Figure 1. Supply network.
Pins as bars on the die edge. Tap cells in grey.
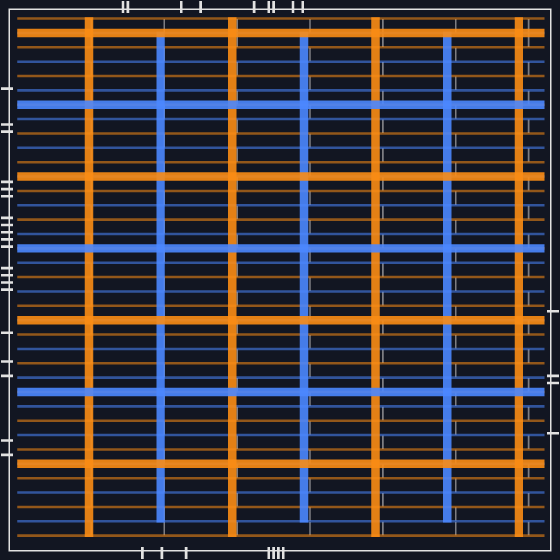
Figure 2. Cell placement.
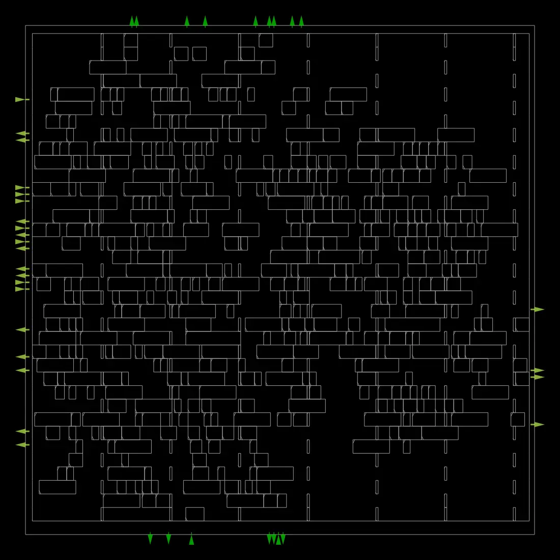
Figure 3. Clock distribution.
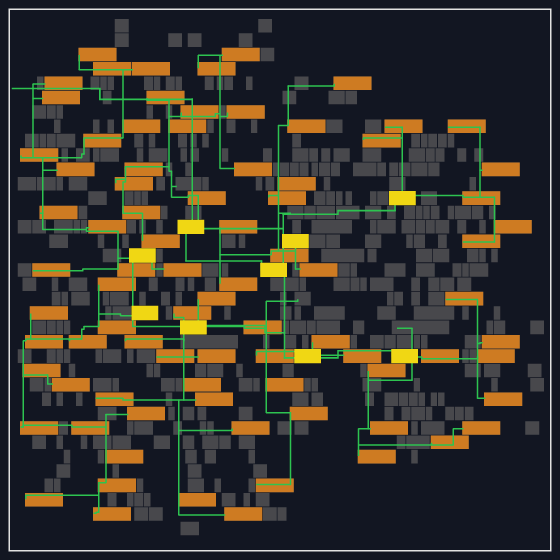
Figure 4. Placement by cell class.
The bar under the picture is 20 um long. Fill, decap, tap and diode cells in grey.
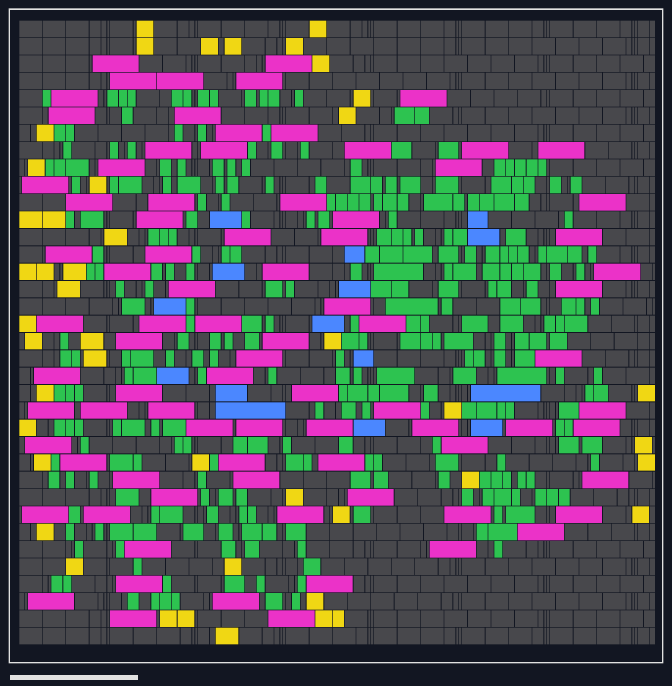
==> config.mk <==
export PLATFORM = sky130hd
export DESIGN_NAME = n64_vdemux
export DESIGN_NICKNAME = d
export VERILOG_FILES = /design/src/rtl/n64adv_vdemux_pkg.sv /design/src/rtl/n64_vinfo_detect.sv /design/src/rtl/n64_vdemux.sv
export SDC_FILE = /design/constraint.sdc
export NUM_CORES = 1
export LEC_CHECK = 0
export CAP_MARGIN = 20
export CORE_UTILIZATION = 35
export DETAILED_ROUTE_END_ITERATION = 8
export HOLD_SLACK_MARGIN = 0.06
export MAX_ROUTING_LAYER = met4
export PLACE_DENSITY = 0.57
export SKIP_LAST_GASP = 1
export SLEW_MARGIN = 10
export SYNTH_ARGS = -nofsm -noshare
export SYNTH_HDL_FRONTEND = slang
export SYNTH_SLANG_ARGS = --single-unit
export TNS_END_PERCENT = 100
==> constraint.sdc <==
create_clock -name VCLK -period 3.1 [get_ports VCLK]
set_input_delay 0.93 -clock VCLK [delete_from_list [all_inputs] [get_ports VCLK]]
set_output_delay 0.93 -clock VCLK [all_outputs]
set_load 0.1 [all_outputs]
==> src/rtl/n64adv_vdemux_pkg.sv <==
// Shared definitions for the N64 video demultiplexer: phase encoding,
// sync-word bit positions and line-counter sizing.
package n64adv_vdemux_pkg;

    typedef enum logic [2:0] {
        PH_IDLE = 3'd0,
        PH_SYNC = 3'd1,
        PH_R    = 3'd2,
        PH_G    = 3'd3,
        PH_B    = 3'd4
    } phase_e;

    localparam int VSYNC_BIT = 3;
    localparam int CLAMP_BIT = 2;
    localparam int HSYNC_BIT = 1;
    localparam int CSYNC_BIT = 0;

    localparam int LINE_CNT_W = 10;
    localparam logic [LINE_CNT_W-1:0] PAL_THRESH_DEFAULT = 10'd288;
    localparam logic [LINE_CNT_W-1:0] LINE_CNT_MAX       = '1;

    function automatic logic falling(input logic prev, input logic curr);
        return prev & ~curr;
    endfunction

endpackage

==> src/rtl/n64_vinfo_detect.sv <==
// Derives PAL/NTSC, interlace and field ID from the committed sync words by
// counting nHSYNC falling edges between nVSYNC falling edges.
module n64_vinfo_detect
    import n64adv_vdemux_pkg::*;
#(
    parameter logic [LINE_CNT_W-1:0] pal_thresh = PAL_THRESH_DEFAULT
) (
    input  logic       VCLK,
    input  logic       VRST,
    input  logic [3:0] vsync_i,
    input  logic       vdata_valid_i,
    output logic       vinfo_pal_o,
    output logic       vinfo_ilace_o,
    output logic       vinfo_field_o,
    output logic       vinfo_valid_o
);

    logic                  prev_hs_q, prev_hs_d;
    logic                  prev_vs_q, prev_vs_d;
    logic [LINE_CNT_W-1:0] line_cnt_q, line_cnt_d;
    logic [LINE_CNT_W-1:0] cur_cnt_q, cur_cnt_d;
    logic [LINE_CNT_W-1:0] prev_cnt_q, prev_cnt_d;
    logic                  sat_q, sat_d;
    logic [1:0]            seen_q, seen_d;
    logic                  pal_q, pal_d;
    logic                  ilace_q, ilace_d;
    logic                  field_q, field_d;
    logic                  valid_q, valid_d;

    logic                  line_evt;
    logic                  fend_evt;
    logic                  sat_evt;
    logic [LINE_CNT_W-1:0] line_cnt_inc;

    // Clamp and composite sync carry no line/field information.
    logic unused_sync_bits;
    assign unused_sync_bits = vsync_i[CLAMP_BIT] ^ vsync_i[CSYNC_BIT];

    always_comb begin
        line_evt = vdata_valid_i & falling(prev_hs_q, vsync_i[HSYNC_BIT]);
        fend_evt = vdata_valid_i & falling(prev_vs_q, vsync_i[VSYNC_BIT]);
        sat_evt  = line_evt && (line_cnt_q >= LINE_CNT_MAX - 1'b1);
        line_cnt_inc = line_cnt_q;
        if (line_evt)
            line_cnt_inc = sat_evt ? LINE_CNT_MAX : line_cnt_q + 1'b1;

        prev_hs_d  = prev_hs_q;
        prev_vs_d  = prev_vs_q;
        line_cnt_d = line_cnt_inc;
        cur_cnt_d  = cur_cnt_q;
        prev_cnt_d = prev_cnt_q;
        sat_d      = sat_q;
        seen_d     = seen_q;
        pal_d      = pal_q;
        ilace_d    = ilace_q;
        field_d    = field_q;
        valid_d    = valid_q;

        if (vdata_valid_i) begin
            prev_hs_d = vsync_i[HSYNC_BIT];
            prev_vs_d = vsync_i[VSYNC_BIT];
        end

        if (fend_evt) begin
            // A line edge in the same commit is already folded into line_cnt_inc.
            cur_cnt_d  = line_cnt_inc;
            prev_cnt_d = cur_cnt_q;
            line_cnt_d = '0;
            sat_d      = 1'b0;
            pal_d      = (line_cnt_inc >= pal_thresh);
            ilace_d    = (line_cnt_inc != cur_cnt_q);
            field_d    = ilace_d ? ~field_q : 1'b0;
            if (sat_q || sat_evt) begin
                seen_d  = 2'd0;
                valid_d = 1'b0;
            end else begin
                if (seen_q != 2'd2)
                    seen_d = seen_q + 2'd1;
                valid_d = (seen_q != 2'd0);
            end
        end else if (sat_evt) begin
            sat_d      = 1'b1;
            cur_cnt_d  = '0;
            prev_cnt_d = '0;
            seen_d     = 2'd0;
            valid_d    = 1'b0;
        end
    end

    always_ff @(posedge VCLK) begin
        if (VRST) begin
            prev_hs_q  <= 1'b1;
            prev_vs_q  <= 1'b1;
            line_cnt_q <= '0;
            cur_cnt_q  <= '0;
            prev_cnt_q <= '0;
            sat_q      <= 1'b0;
            seen_q     <= 2'd0;
            pal_q      <= 1'b0;
            ilace_q    <= 1'b0;
            field_q    <= 1'b0;
            valid_q    <= 1'b0;
        end else begin
            prev_hs_q  <= prev_hs_d;
            prev_vs_q  <= prev_vs_d;
            line_cnt_q <= line_cnt_d;
            cur_cnt_q  <= cur_cnt_d;
            prev_cnt_q <= prev_cnt_d;
            sat_q      <= sat_d;
            seen_q     <= seen_d;
            pal_q      <= pal_d;
            ilace_q    <= ilace_d;
            field_q    <= field_d;
            valid_q    <= valid_d;
        end
    end

    // prev_cnt is kept as field history; the interlace test compares against cur_cnt_q.
    logic unused_prev_cnt;
    assign unused_prev_cnt = ^prev_cnt_q;

    assign vinfo_pal_o   = pal_q;
    assign vinfo_ilace_o = ilace_q;
    assign vinfo_field_o = field_q;
    assign vinfo_valid_o = valid_q;

endmodule

==> src/rtl/n64_vdemux.sv <==
// Splits the registered N64 video bus into sync/R/G/B shadows and commits a
// complete pixel word one cycle after the blue component is captured.
module n64_vdemux
    import n64adv_vdemux_pkg::*;
#(
    parameter int                    color_width_i = 7,
    parameter logic [LINE_CNT_W-1:0] pal_thresh    = PAL_THRESH_DEFAULT
) (
    input  logic                     VCLK,
    input  logic                     VRST,
    input  logic                     nVDSYNC,
    input  logic [color_width_i-1:0] VD_i,
    output logic                     vdata_valid_o,
    output logic [3:0]               vsync_o,
    output logic [color_width_i-1:0] vR_o,
    output logic [color_width_i-1:0] vG_o,
    output logic [color_width_i-1:0] vB_o,
    output logic                     vinfo_pal_o,
    output logic                     vinfo_ilace_o,
    output logic                     vinfo_field_o,
    output logic                     vinfo_valid_o
);

    phase_e                   phase_q;
    logic [3:0]               sync_sh_q;
    logic [color_width_i-1:0] r_sh_q, g_sh_q, b_sh_q;
    logic [3:0]               vsync_q;
    logic [color_width_i-1:0] r_q, g_q, b_q;
    logic                     valid_q;

    always_ff @(posedge VCLK) begin
        if (VRST) begin
            phase_q   <= PH_IDLE;
            sync_sh_q <= 4'hF;
            r_sh_q    <= '0;
            g_sh_q    <= '0;
            b_sh_q    <= '0;
            vsync_q   <= 4'hF;
            r_q       <= '0;
            g_q       <= '0;
            b_q       <= '0;
            valid_q   <= 1'b0;
        end else begin
            valid_q <= 1'b0;
            // Commit is independent of nVDSYNC so a back-to-back sync word still lands the pixel.
            if (phase_q == PH_B) begin
                vsync_q <= sync_sh_q;
                r_q     <= r_sh_q;
                g_q     <= g_sh_q;
                b_q     <= b_sh_q;
                valid_q <= 1'b1;
            end

            if (!nVDSYNC) begin
                sync_sh_q <= VD_i[3:0];
                phase_q   <= PH_SYNC;
            end else begin
                case (phase_q)
                    PH_SYNC: begin
                        r_sh_q  <= VD_i;
                        phase_q <= PH_R;
                    end
                    PH_R: begin
                        g_sh_q  <= VD_i;
                        phase_q <= PH_G;
                    end
                    PH_G: begin
                        b_sh_q  <= VD_i;
                        phase_q <= PH_B;
                    end
                    default: phase_q <= PH_IDLE;
                endcase
            end
        end
    end

    assign vdata_valid_o = valid_q;
    assign vsync_o       = vsync_q;
    assign vR_o          = r_q;
    assign vG_o          = g_q;
    assign vB_o          = b_q;

    n64_vinfo_detect #(
        .pal_thresh (pal_thresh)
    ) u_vinfo (
        .VCLK          (VCLK),
        .VRST          (VRST),
        .vsync_i       (vsync_q),
        .vdata_valid_i (valid_q),
        .vinfo_pal_o   (vinfo_pal_o),
        .vinfo_ilace_o (vinfo_ilace_o),
        .vinfo_field_o (vinfo_field_o),
        .vinfo_valid_o (vinfo_valid_o)
    );

endmodule
==> results.txt <==
Implementation progress

The last timing report of the flow puts the setup violation total at 0. The area of the multi-input gates stands at 0.001730 mm^2. The fraction of the mapped netlist area in compound gates stands at 14.97%. The internal power summed over all cells stands at 1.579 mW. Summing the areas of all fa, ha and maj instances in the mapped netlist gives 1.422% of the synthesized area. The clock buffer instance count of the final layout stands at 10. The count of library flops with an enable pin stands at 0.

The worst reg-to-reg setup slack stands at between 0.6 and 0.7 ns. The routed layout has approximately 2900 vias. The global route stage reports its total congestion overflow as 0. The number of global-route vias before repair stands at 2736. The most common logic cells in the final layout are sky130_fd_sc_hd__dfxtp_1, sky130_fd_sc_hd__nand2_1, sky130_fd_sc_hd__nor2_1, sky130_fd_sc_hd__a21oi_1, sky130_fd_sc_hd__buf_4. The total of flip-flops plus latches after synthesis stands at about 83. The final sum of negative setup slack stands at 0 ns. The sequential cells in the finished layout cover a total of ~0.0017 mm^2. The share of the Yosys chip area taken by registers is a little under half. The run finished with clean final reports. The power attributed to sequential cells stands at around 1.1 mW. The registers reported with the highest flop counts are u_vinfo.cur_cnt_q x10, u_vinfo.line_cnt_q x10. Hold analysis shows the worst path with a depth of 2. The critical path runs through a total of 8 cells. The largest net degree at the start of global routing stands at about 57. The share of cells above drive strength 1 stands at between 10% and 20%. STA lists the endpoint of the worst register-to-register path as u_vinfo.vinfo_ilace_o. The first routing iteration left around 120 violations.

For the pin with the worst max-slew slack, the measured transition is 0.9496 ns. The share of the synthesized netlist area taken by xor and xnor gates stands at roughly 3.1%. Per the placement log, port buffering inserted 39 buffers.

The critical path data arrival time stands at about 2.7 ns. Per the hold report, the tightest min-delay path originates at b_sh_q[6]. The standby leakage power stands at between 1.5 and 2 nW. The number of cells on the worst reg-to-reg path is 8. The number of nets in the synthesized netlist is 428.

The layout multi-input combinational cell count stands at 301. The clock network takes up about 5.4% of total cell area after layout.
## Picture notes: Figure 1
VSS: shown in orange. VDD: shown in blue.
40 signal pins sit on the boundary. 37 met1 rails follow the rows.
worst ir drop on vdd: 0.2686 mV
horizontal extent of the die: 102.3 um
Die Y: 102.3 um
Core Footprint: 0.009774 mm^2

## Picture notes: Figure 2
Non-Filler Instances: 582
sequential cell count: 83

## Picture notes: Figure 3
cells driving clock nets: shown in yellow, count 9. clock wires: shown in green, length 1040 um. flip-flops: shown in orange, count 83.
There are 10 routed clock nets. Position of the flops: widely spread.
Layout Skew: 0.008453 ns
Insertion Delay late pin: 0.34 ns
fraction of power consumed by the clock network: 43.2%
clock network power: 873 uW

## Picture notes: Figure 4
flip-flops: shown in magenta, cells 83. other buffers and delay cells: shown in yellow, cells 45. clock drivers and dummy loads: shown in blue, cells 15. all other logic: shown in green, cells 306.
Post-Layout Inst Area: 0.004156 mm^2
number of standard-cell rows in the floorplan: 36
register fraction of the total cell area: 39.98%
Final Core Density: 42.52%

per-layer routing:
layer	share of wire (%)	track usage (%)	vias to the layer above	wire length, um
li1	-	-	1479	-
met1	47	21.12	1358	3793
met2	49	29.12	59	3938
met3	3.6	3.625	5	289
met4	0.48	3.626	0	39
met5	0	-	-	0
synthesized netlist by cell type (2+ instances only):
cell,n,area [um^2]
sky130_fd_sc_hd__a211o_1,6,52.55
sky130_fd_sc_hd__a21oi_1,52,260.3
sky130_fd_sc_hd__a22oi_1,2,15.01
sky130_fd_sc_hd__a311oi_1,2,17.52
sky130_fd_sc_hd__a31oi_1,6,37.54
sky130_fd_sc_hd__and2_1,2,12.51
sky130_fd_sc_hd__and3_1,3,18.77
sky130_fd_sc_hd__and3b_1,2,17.52
sky130_fd_sc_hd__buf_2,5,25.02
sky130_fd_sc_hd__clkbuf_1,19,71.32
sky130_fd_sc_hd__dfxtp_1,83,1662
sky130_fd_sc_hd__ha_1,4,50.05
sky130_fd_sc_hd__inv_1,5,18.77
sky130_fd_sc_hd__mux2i_1,17,170.2
sky130_fd_sc_hd__nand2_1,74,277.8
sky130_fd_sc_hd__nand3_1,8,40.04
sky130_fd_sc_hd__nand3b_1,6,45.04
sky130_fd_sc_hd__nand4b_1,2,17.52
sky130_fd_sc_hd__nor2_1,56,210.2
sky130_fd_sc_hd__nor2b_1,7,43.79
sky130_fd_sc_hd__nor3_1,8,40.04
sky130_fd_sc_hd__nor3_2,2,20.02
sky130_fd_sc_hd__nor4_1,2,12.51
sky130_fd_sc_hd__o2111ai_1,2,17.52
sky130_fd_sc_hd__o21ai_0,4,20.02
sky130_fd_sc_hd__o22ai_1,2,12.51
sky130_fd_sc_hd__or3_1,3,18.77
sky130_fd_sc_hd__xnor2_1,6,52.55
sky130_fd_sc_hd__xor2_1,2,17.52
Power and IR drop assume default switching activity.
